`config.mk`:
```
export PLATFORM = sky130hd
export DESIGN_NAME = beacon_rx_parser
export DESIGN_NICKNAME = d
export VERILOG_FILES = /design/src/rtl/beacon_rx_parser_pkg.sv /design/src/rtl/beacon_rx_parser_fifo.sv /design/src/rtl/beacon_rx_parser.sv
export SDC_FILE = /design/constraint.sdc
export NUM_CORES = 1
export LEC_CHECK = 0
export CAP_MARGIN = 20
export CORE_AREA = 10 10 195 197
export DETAILED_ROUTE_END_ITERATION = 8
export DIE_AREA = 0 0 205 207
export PLACE_DENSITY = 0.85
export SKIP_CTS_REPAIR_TIMING = 1
export SLEW_MARGIN = 10
export SYNTH_ARGS = -nofsm -noshare
export SYNTH_HDL_FRONTEND = slang
export SYNTH_SLANG_ARGS = --single-unit
```
`constraint.sdc`:
```
create_clock -name i_clk -period 7.65 [get_ports i_clk]
set_input_delay 1.1475 -clock i_clk [delete_from_list [all_inputs] [get_ports i_clk]]
set_output_delay 1.1475 -clock i_clk [all_outputs]
set_load 0.02 [all_outputs]
```
`src/rtl/beacon_rx_parser_pkg.sv`:
```
// Shared beacon definitions: sync word, word indices, parsed-frame layout, FSM encodings.
// BEACON_CHECKSUM_EN adds a seventh (checksum) word checked against the XOR of W1..W5.
package beacon_rx_parser_pkg;

    localparam int          FIELD_W   = 16;
    localparam logic [15:0] SYNC_WORD = 16'hA55A;

    localparam logic [2:0] IDX_SRC     = 3'd1;
    localparam logic [2:0] IDX_DST     = 3'd2;
    localparam logic [2:0] IDX_CLUSTER = 3'd3;
    localparam logic [2:0] IDX_BATTERY = 3'd4;
    localparam logic [2:0] IDX_VALUE   = 3'd5;

    // src occupies the top 16 bits of the 80-bit FIFO entry
    typedef struct packed {
        logic [FIELD_W-1:0] src;
        logic [FIELD_W-1:0] dst;
        logic [FIELD_W-1:0] cluster;
        logic [FIELD_W-1:0] battery;
        logic [FIELD_W-1:0] value;
    } frame_t;

    typedef enum logic [1:0] {P_HUNT, P_FIELDS, P_CHECK, P_COMMIT} parse_state_t;
    typedef enum logic [1:0] {O_IDLE, O_RUN, O_GAP} out_state_t;

    function automatic logic [FIELD_W-1:0] frame_xor(input frame_t f);
        return f.src ^ f.dst ^ f.cluster ^ f.battery ^ f.value;
    endfunction

endpackage

```
`src/rtl/beacon_rx_parser_fifo.sv`:
```
// Frame FIFO: DEPTH entries, synchronous push/pop, show-ahead head, async active-high reset.
// A push on a full FIFO succeeds when a pop happens in the same cycle.
module beacon_rx_parser_fifo #(
    parameter int DEPTH = 4,
    parameter int WIDTH = 80
) (
    input  logic                     i_clk,
    input  logic                     i_rst,
    input  logic                     i_push,
    input  logic                     i_pop,
    input  logic [WIDTH-1:0]         i_data,
    output logic [WIDTH-1:0]         o_head,
    output logic                     o_full,
    output logic                     o_empty,
    output logic [$clog2(DEPTH):0]   o_level
);
    localparam int AW = $clog2(DEPTH);

    logic [WIDTH-1:0] r_mem [DEPTH];
    logic [AW-1:0]    r_wr_ptr;
    logic [AW-1:0]    r_rd_ptr;
    logic [AW:0]      r_count;
    logic             w_do_push;
    logic             w_do_pop;

    assign o_full    = (r_count == (AW+1)'(DEPTH));
    assign o_empty   = (r_count == '0);
    assign o_level   = r_count;
    assign o_head    = r_mem[r_rd_ptr];
    assign w_do_pop  = i_pop && !o_empty;
    assign w_do_push = i_push && (!o_full || w_do_pop);

    always_ff @(posedge i_clk) begin
        if (w_do_push) begin
            r_mem[r_wr_ptr] <= i_data;
        end
    end

    always_ff @(posedge i_clk or posedge i_rst) begin
        if (i_rst) begin
            r_wr_ptr <= '0;
            r_rd_ptr <= '0;
            r_count  <= '0;
        end else begin
            if (w_do_push) r_wr_ptr <= r_wr_ptr + 1'b1;
            if (w_do_pop)  r_rd_ptr <= r_rd_ptr + 1'b1;
            case ({w_do_push, w_do_pop})
                2'b10:   r_count <= r_count + 1'b1;
                2'b01:   r_count <= r_count - 1'b1;
                default: r_count <= r_count;
            endcase
        end
    end

endmodule

```
`src/rtl/beacon_rx_parser.sv`:
```
// Beacon ingress: parses 16-bit radio words into frames, queues them and hands one at a time
// to the routing pipeline. Define BEACON_CHECKSUM_EN for 7-word frames with an XOR checksum.
module beacon_rx_parser
    import beacon_rx_parser_pkg::*;
#(
    parameter int DEPTH   = 4,
    parameter int TIMEOUT = 32
) (
    input  logic                   i_clk,
    input  logic                   i_rst,
    input  logic                   i_rx_valid,
    input  logic [15:0]            i_rx_data,
    input  logic                   i_pipe_done,
    output logic                   o_pipe_en,
    output logic [15:0]            o_f_src,
    output logic [15:0]            o_f_dst,
    output logic [15:0]            o_f_cluster,
    output logic [15:0]            o_f_battery,
    output logic [15:0]            o_f_value,
    output logic [7:0]             o_drop_cnt,
    output logic [$clog2(DEPTH):0] o_fifo_level
);
    localparam int                 IDLE_W    = $clog2(TIMEOUT + 1);
    localparam logic [IDLE_W-1:0]  IDLE_LAST = IDLE_W'(TIMEOUT - 1);

    parse_state_t      r_p_state, w_p_next;
    out_state_t        r_o_state, w_o_next;
    logic [2:0]        r_idx, w_idx_next;
    logic [IDLE_W-1:0] r_idle, w_idle_next;
    frame_t            r_frame, w_frame_next;
    frame_t            r_f;
    frame_t            w_head;
    logic [7:0]        r_drop;
    logic              w_push, w_pop, w_drop;
    logic              w_full, w_empty, w_is_sync, w_timeout;

    assign w_is_sync = i_rx_valid && (i_rx_data == SYNC_WORD);
    assign w_timeout = (r_idle == IDLE_LAST);

    always_comb begin
        w_p_next     = r_p_state;
        w_idx_next   = r_idx;
        w_idle_next  = '0;
        w_frame_next = r_frame;
        w_push       = 1'b0;
        w_drop       = 1'b0;
        case (r_p_state)
            P_HUNT: begin
                if (w_is_sync) begin
                    w_p_next   = P_FIELDS;
                    w_idx_next = IDX_SRC;
                end
            end
            P_FIELDS: begin
                if (i_rx_valid) begin
                    case (r_idx)
                        IDX_SRC:     w_frame_next.src     = i_rx_data;
                        IDX_DST:     w_frame_next.dst     = i_rx_data;
                        IDX_CLUSTER: w_frame_next.cluster = i_rx_data;
                        IDX_BATTERY: w_frame_next.battery = i_rx_data;
                        IDX_VALUE:   w_frame_next.value   = i_rx_data;
                        default:     w_frame_next         = r_frame;
                    endcase
                    if (r_idx == IDX_VALUE) begin
`ifdef BEACON_CHECKSUM_EN
                        w_p_next = P_CHECK;
`else
                        w_p_next = P_COMMIT;
`endif
                    end else begin
                        w_idx_next = r_idx + 3'd1;
                    end
                end else if (w_timeout) begin
                    w_drop   = 1'b1;
                    w_p_next = P_HUNT;
                end else begin
                    w_idle_next = r_idle + 1'b1;
                end
            end
            P_CHECK: begin
                if (i_rx_valid) begin
                    if (i_rx_data == frame_xor(r_frame)) begin
                        w_p_next = P_COMMIT;
                    end else begin
                        w_drop   = 1'b1;
                        w_p_next = P_HUNT;
                    end
                end else if (w_timeout) begin
                    w_drop   = 1'b1;
                    w_p_next = P_HUNT;
                end else begin
                    w_idle_next = r_idle + 1'b1;
                end
            end
            P_COMMIT: begin
                if (w_full && !w_pop) begin
                    w_drop = 1'b1;
                end else begin
                    w_push = 1'b1;
                end
                // a word in the commit cycle is judged as if already hunting
                if (w_is_sync) begin
                    w_p_next   = P_FIELDS;
                    w_idx_next = IDX_SRC;
                end else begin
                    w_p_next = P_HUNT;
                end
            end
            default: w_p_next = P_HUNT;
        endcase
    end

    always_comb begin
        w_o_next = r_o_state;
        w_pop    = 1'b0;
        case (r_o_state)
            O_IDLE: begin
                if (!w_empty) begin
                    w_pop    = 1'b1;
                    w_o_next = O_RUN;
                end
            end
            O_RUN:   if (i_pipe_done) w_o_next = O_GAP;
            O_GAP:   w_o_next = O_IDLE;
            default: w_o_next = O_IDLE;
        endcase
    end

    always_ff @(posedge i_clk or posedge i_rst) begin
        if (i_rst) begin
            r_p_state <= P_HUNT;
            r_o_state <= O_IDLE;
            r_idx     <= '0;
            r_idle    <= '0;
            r_frame   <= '0;
            r_f       <= '0;
            r_drop    <= '0;
        end else begin
            r_p_state <= w_p_next;
            r_o_state <= w_o_next;
            r_idx     <= w_idx_next;
            r_idle    <= w_idle_next;
            r_frame   <= w_frame_next;
            if (w_pop) r_f <= w_head;
            if (w_drop && (r_drop != 8'hFF)) r_drop <= r_drop + 8'd1;
        end
    end

    beacon_rx_parser_fifo #(
        .DEPTH (DEPTH),
        .WIDTH ($bits(frame_t))
    ) u_fifo (
        .i_clk   (i_clk),
        .i_rst   (i_rst),
        .i_push  (w_push),
        .i_pop   (w_pop),
        .i_data  (r_frame),
        .o_head  (w_head),
        .o_full  (w_full),
        .o_empty (w_empty),
        .o_level (o_fifo_level)
    );

    assign o_pipe_en   = (r_o_state == O_RUN);
    assign o_f_src     = r_f.src;
    assign o_f_dst     = r_f.dst;
    assign o_f_cluster = r_f.cluster;
    assign o_f_battery = r_f.battery;
    assign o_f_value   = r_f.value;
    assign o_drop_cnt  = r_drop;

endmodule

```
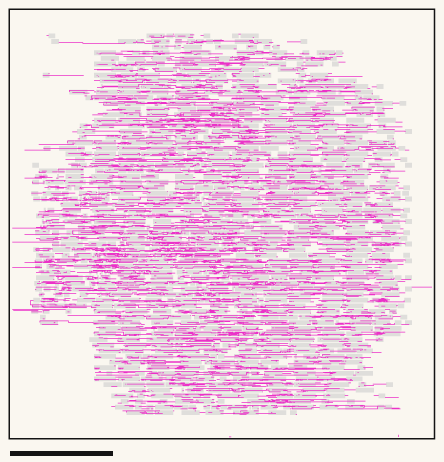
Fig. 1. Met1 routing.
Scale bar: 50 um.
- share of all routed wire: 40%
- nets with wire on the layer: 1099
- wire length on this layer: 16300 um

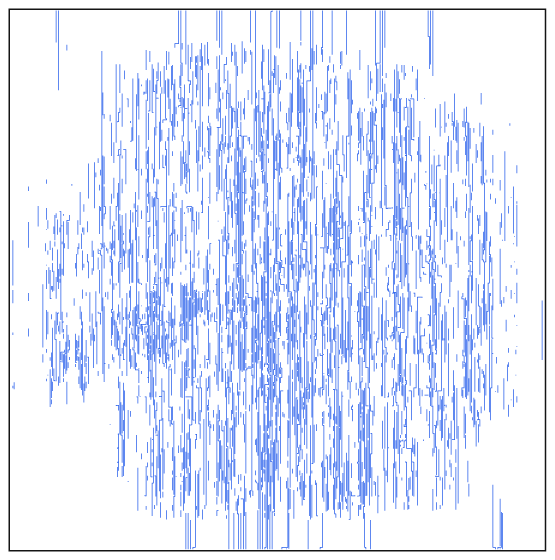
Fig. 2. Metal 2.
- share of all routed wire: 50%
- nets with wire on the layer: 1114
- main direction: vertical
- longest straight run: 74.5 um
- wire length on this layer: 20.3 mm

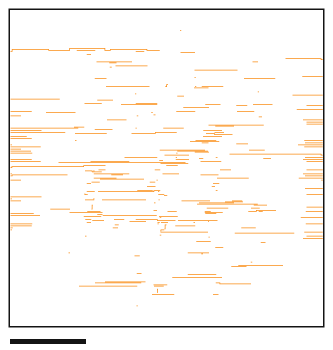
Fig. 3. Met3 routing.
Scale bar: 50 um.
- longest straight run: 82.8 um
- wire length on this layer: 2860 um
- main direction: horizontal
- nets with wire on the layer: 147
- share of all routed wire: 7.0%

==> results.sh <==
# implementation run metrics
export IMPL_top_cell_area_share_pct=48.19
export IMPL_routed_wl_um=40590
export IMPL_fp_utilization_pct=58.45
export IMPL_setup_tns_ns=0
export IMPL_async_flop_share_pct=37.01
export IMPL_setup_viol=0
export IMPL_ys_sh_aoi_pct=1.073
export IMPL_startpoint="i_rx_data[3]"
export IMPL_die_height_um=207
export IMPL_die_w_um=205
export IMPL_hpwl_um=24690
export IMPL_clock_fmax_ghz=0.2957
export IMPL_first_global_vias=10330
export IMPL_power_density_nw_per_um2=430.7
export IMPL_ys_seq_share_pct=71.78
export IMPL_cts_root_buf="clkbuf_16"
export IMPL_ys_flop_type="edfxtp_1"
export IMPL_port_buffers=111
export IMPL_crit_chain="clkdlybuf4s50_1, xnor2_1, xnor3_1, nor4_4, and3_4, a31oi_4, o2111ai_2, mux2_1"
export IMPL_edf_count=320
export IMPL_grt_max_degree=117
export IMPL_synth_cells=1006
export IMPL_topCombFamilyByArea="multiplexers"
export IMPL_hold_viol_final=0
export IMPL_report_final_slew_viol_count=0
export IMPL_antenna_found_initial=3
export IMPL_synth_area_sq_um=19940
export IMPL_io_pins=112
export IMPL_clk_latency_ns=0.56
export IMPL_ys_area_sq_um=19940
export IMPL_core_sq_um=34120
export IMPL_warnings=39
export IMPL_fin_crit_ns=3.381
export IMPL_holdWs_ns=0.4988
export IMPL_die_area_sq_um=42440
export IMPL_fin_crit_sh_pct=44.20
export IMPL_place_area_sq_um=21590
export IMPL_cp_arrival_ns=3.80
export IMPL_synth_flops=508
export IMPL_path_class="in -> reg"
export IMPL_crit_fanout=7
export IMPL_drtAntennaViolNets=0
export IMPL_yosysTopAreaCell="edfxtp_1"
export IMPL_synth_cell_type_count=56
export IMPL_wire_per_inst_um=24.77
export IMPL_fin_nets=1181
export IMPL_yosysMostFrequentCell="edfxtp_1"
export IMPL_drive_gt1_share_pct=28.99
export IMPL_max_slew_margin_rel_pct=22.82
export IMPL_ys_sh_mux_pct=18.28
export IMPL_cp_data_required_time_ns=8.07
export IMPL_total_power_mw=9.978
export IMPL_max_stage_delay_ns=0.63
export IMPL_postLayoutCellArea_sq_um=23160
export IMPL_cap_violations=0
export IMPL_cp_slowest_cell="clkdlybuf4s50_1"
export IMPL_r2r_start="u_fifo.o_level[0]"
export IMPL_tightestPinTransition_ns=1.154
export IMPL_grt_overflow_total=0
export IMPL_syn_to_final_growth_pct=16.16
export IMPL_synth_xor_area_share_pct=4.624
export IMPL_drt_iter0_drc=952
export IMPL_cp_start_kind="input port"
export IMPL_drtPass1Iterations=5
export IMPL_synth_cells_most_frequent="320 x edfxtp_1, 188 x dfrtp_1, 160 x mux2_2"
export IMPL_min_path_type="reg -> reg"
export IMPL_place_congestion=0.8221
export IMPL_syn_nets=1044
export IMPL_status="finished, final reports clean"
export IMPL_simple_gate_area_share_pct=1.995
export IMPL_cts_buffers=48
export IMPL_p_leak_nw=8.547
export IMPL_final_setup_worst_slack_ns=4.269
export IMPL_fa_ha_area_share_pct=1.167
export IMPL_syn_avg_cell_area_sq_um=19.82
export IMPL_gr_usage_all_layers_pct=19.24
export IMPL_yosys_stat_cells=1006
export IMPL_via_per_inst=5.920
export IMPL_path_clk_slew_ns=0.06
export IMPL_top_cells_by_area="edfxtp_1 48%, dfrtp_1 24%, mux2_2 9.0%"
export IMPL_clk_path_buf_depth=3
export IMPL_rsz0062_at_grt="false"
export IMPL_rows=68
export IMPL_critPathCaptureType="register"
export IMPL_yosysWarnings=0
export IMPL_peakVddDrop_mv=0.3719
export IMPL_h_tree_depth=2
export IMPL_drt_drc_violations_left=0
export IMPL_pre_cts_ws_ns=3.778
export IMPL_num_vias=9703
export IMPL_holdCritStartpoint="r_idle[0]"
export IMPL_cts_tree="built"
export IMPL_grt_pass1_wl_um=63010
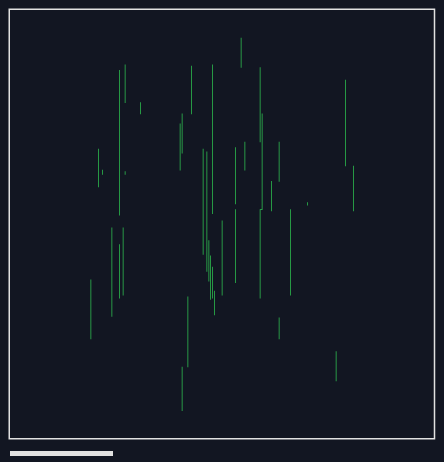
Fig. 4. Met4 routing.
Scale bar: 50 um.
- main direction: vertical
- longest straight run: 72.1 um
- share of all routed wire: 2.5%
- nets with wire on the layer: 20
- wire length on this layer: 1030 um

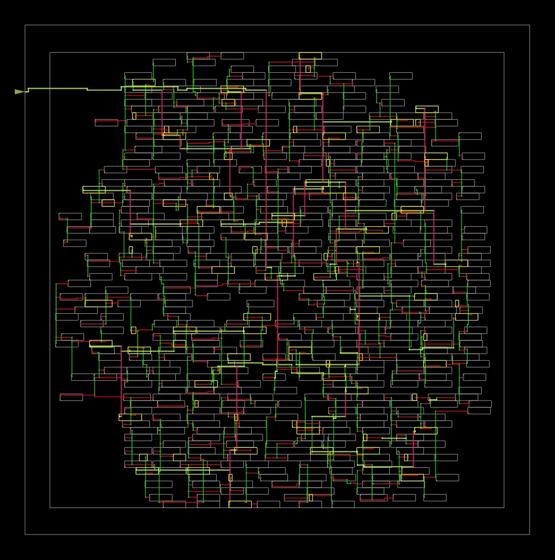
Fig. 5. Clock wiring as the flow saved it.
TritonCTS Sinks: 508
Clock net power: 2.33 mW
# clk buffers: 67
Final Skew: 0.02123 ns
flop count: 508

[routing by layer]
metal	routed length (um)	up-vias	GRT usage, %
li1	-	4186	-
met1	16330	5073	25.51
met2	20350	355	31.43
met3	2857	85	4.260
met4	1029	4	5.534
met5	24	-	0
[final cells by class]
| type | instances | area (sq um) |
|---|---|---|
| Timing Repair Buffer | 121 | 1190 |
| Antenna cell | 1 | 2.502 |
| Clock buffer | 67 | 1386 |
| Multi-Input combinational cell | 443 | 5433 |
| Clock inverter | 23 | 175.2 |
| Tap cell | 455 | 569.3 |
| Inverter | 21 | 87.58 |
| Sequential cell | 508 | 14320 |
| Fill cell | 2091 | 10950 |
[per-stage QoR]
stage,instances,utilization [%]
3_5_place_dp,1547,63.28
2_1_floorplan,1006,-
6_report,1639,67.90
3_3_place_gp,1547,63.28
4_1_cts,1637,67.86
5_1_grt,1638,67.89
[worst max-delay path, delay by kind of cell]
family | cells | cell delay (ns)
simple gates | 2 | 0.60
buf+inv | 1 | 0.63
compound gates | 2 | 0.42
mux | 1 | 0.35
xor+xnor | 2 | 0.64
[flip-flops by register name, summed over array words and instances, names as in the netlist, 6 cells and up]
| signal | flops |
|---|---|
| o_f_src | 16 |
| o_drop_cnt | 8 |
| o_f_value | 16 |
| r_idle | 6 |
| o_f_battery | 16 |
| r_frame | 80 |
| o_f_dst | 16 |
| u_fifo.r_mem | 320 |
| o_f_cluster | 16 |
[cell usage in the layout, fill, tap and decap left out, drive strengths merged, types with 2 or more instances in the layout]
| cell | netlist | routed |
|---|---|---|
| o2111ai | 2 | 2 |
| nand2b | 2 | 2 |
| o211ai | 2 | 2 |
| nor2 | 16 | 16 |
| clkdlybuf4s50 | 0 | 111 |
| xor2 | 7 | 7 |
| bufinv | 0 | 2 |
| inv | 21 | 22 |
| and2 | 3 | 3 |
| mux2 | 162 | 162 |
| a21oi | 5 | 5 |
| nor3 | 3 | 3 |
| o31ai | 2 | 2 |
| nand3 | 4 | 4 |
| and3 | 9 | 9 |
| xnor2 | 63 | 63 |
| nor4 | 3 | 3 |
| ha | 17 | 17 |
| mux4 | 80 | 80 |
| mux2i | 2 | 2 |
| clkbuf | 22 | 67 |
| nand2 | 16 | 16 |
| nand4 | 5 | 5 |
| clkinv | 0 | 20 |
| o21ai | 9 | 9 |
| xnor3 | 13 | 13 |
| dfrtp | 188 | 188 |
| nor4b | 2 | 2 |
| edfxtp | 320 | 320 |
| buf | 12 | 10 |
[power breakdown]
group          switching (mW)  total (mW)  internal [mW]
logic                    1.46        3.25           1.80
clock network           0.992        2.33           1.34
registers               0.682        4.39           3.71
total                    3.13        9.98           6.85
[worst paths after layout]
check                                    end  slack (ns)  cells past startpoint
max in group asynchronous     o_f_battery[0]        5.04                      3
hold reg to reg                    r_idle[0]        0.50                      1
setup reg to reg           u_fifo.o_level[1]        4.73                      6
min in group asynchronous         o_f_dst[5]        1.14                      2
hold / removal                     r_idle[0]        0.50                      1
setup / recovery               o_drop_cnt[6]        4.27                      8
Power is estimated from default activity; no workload was simulated.
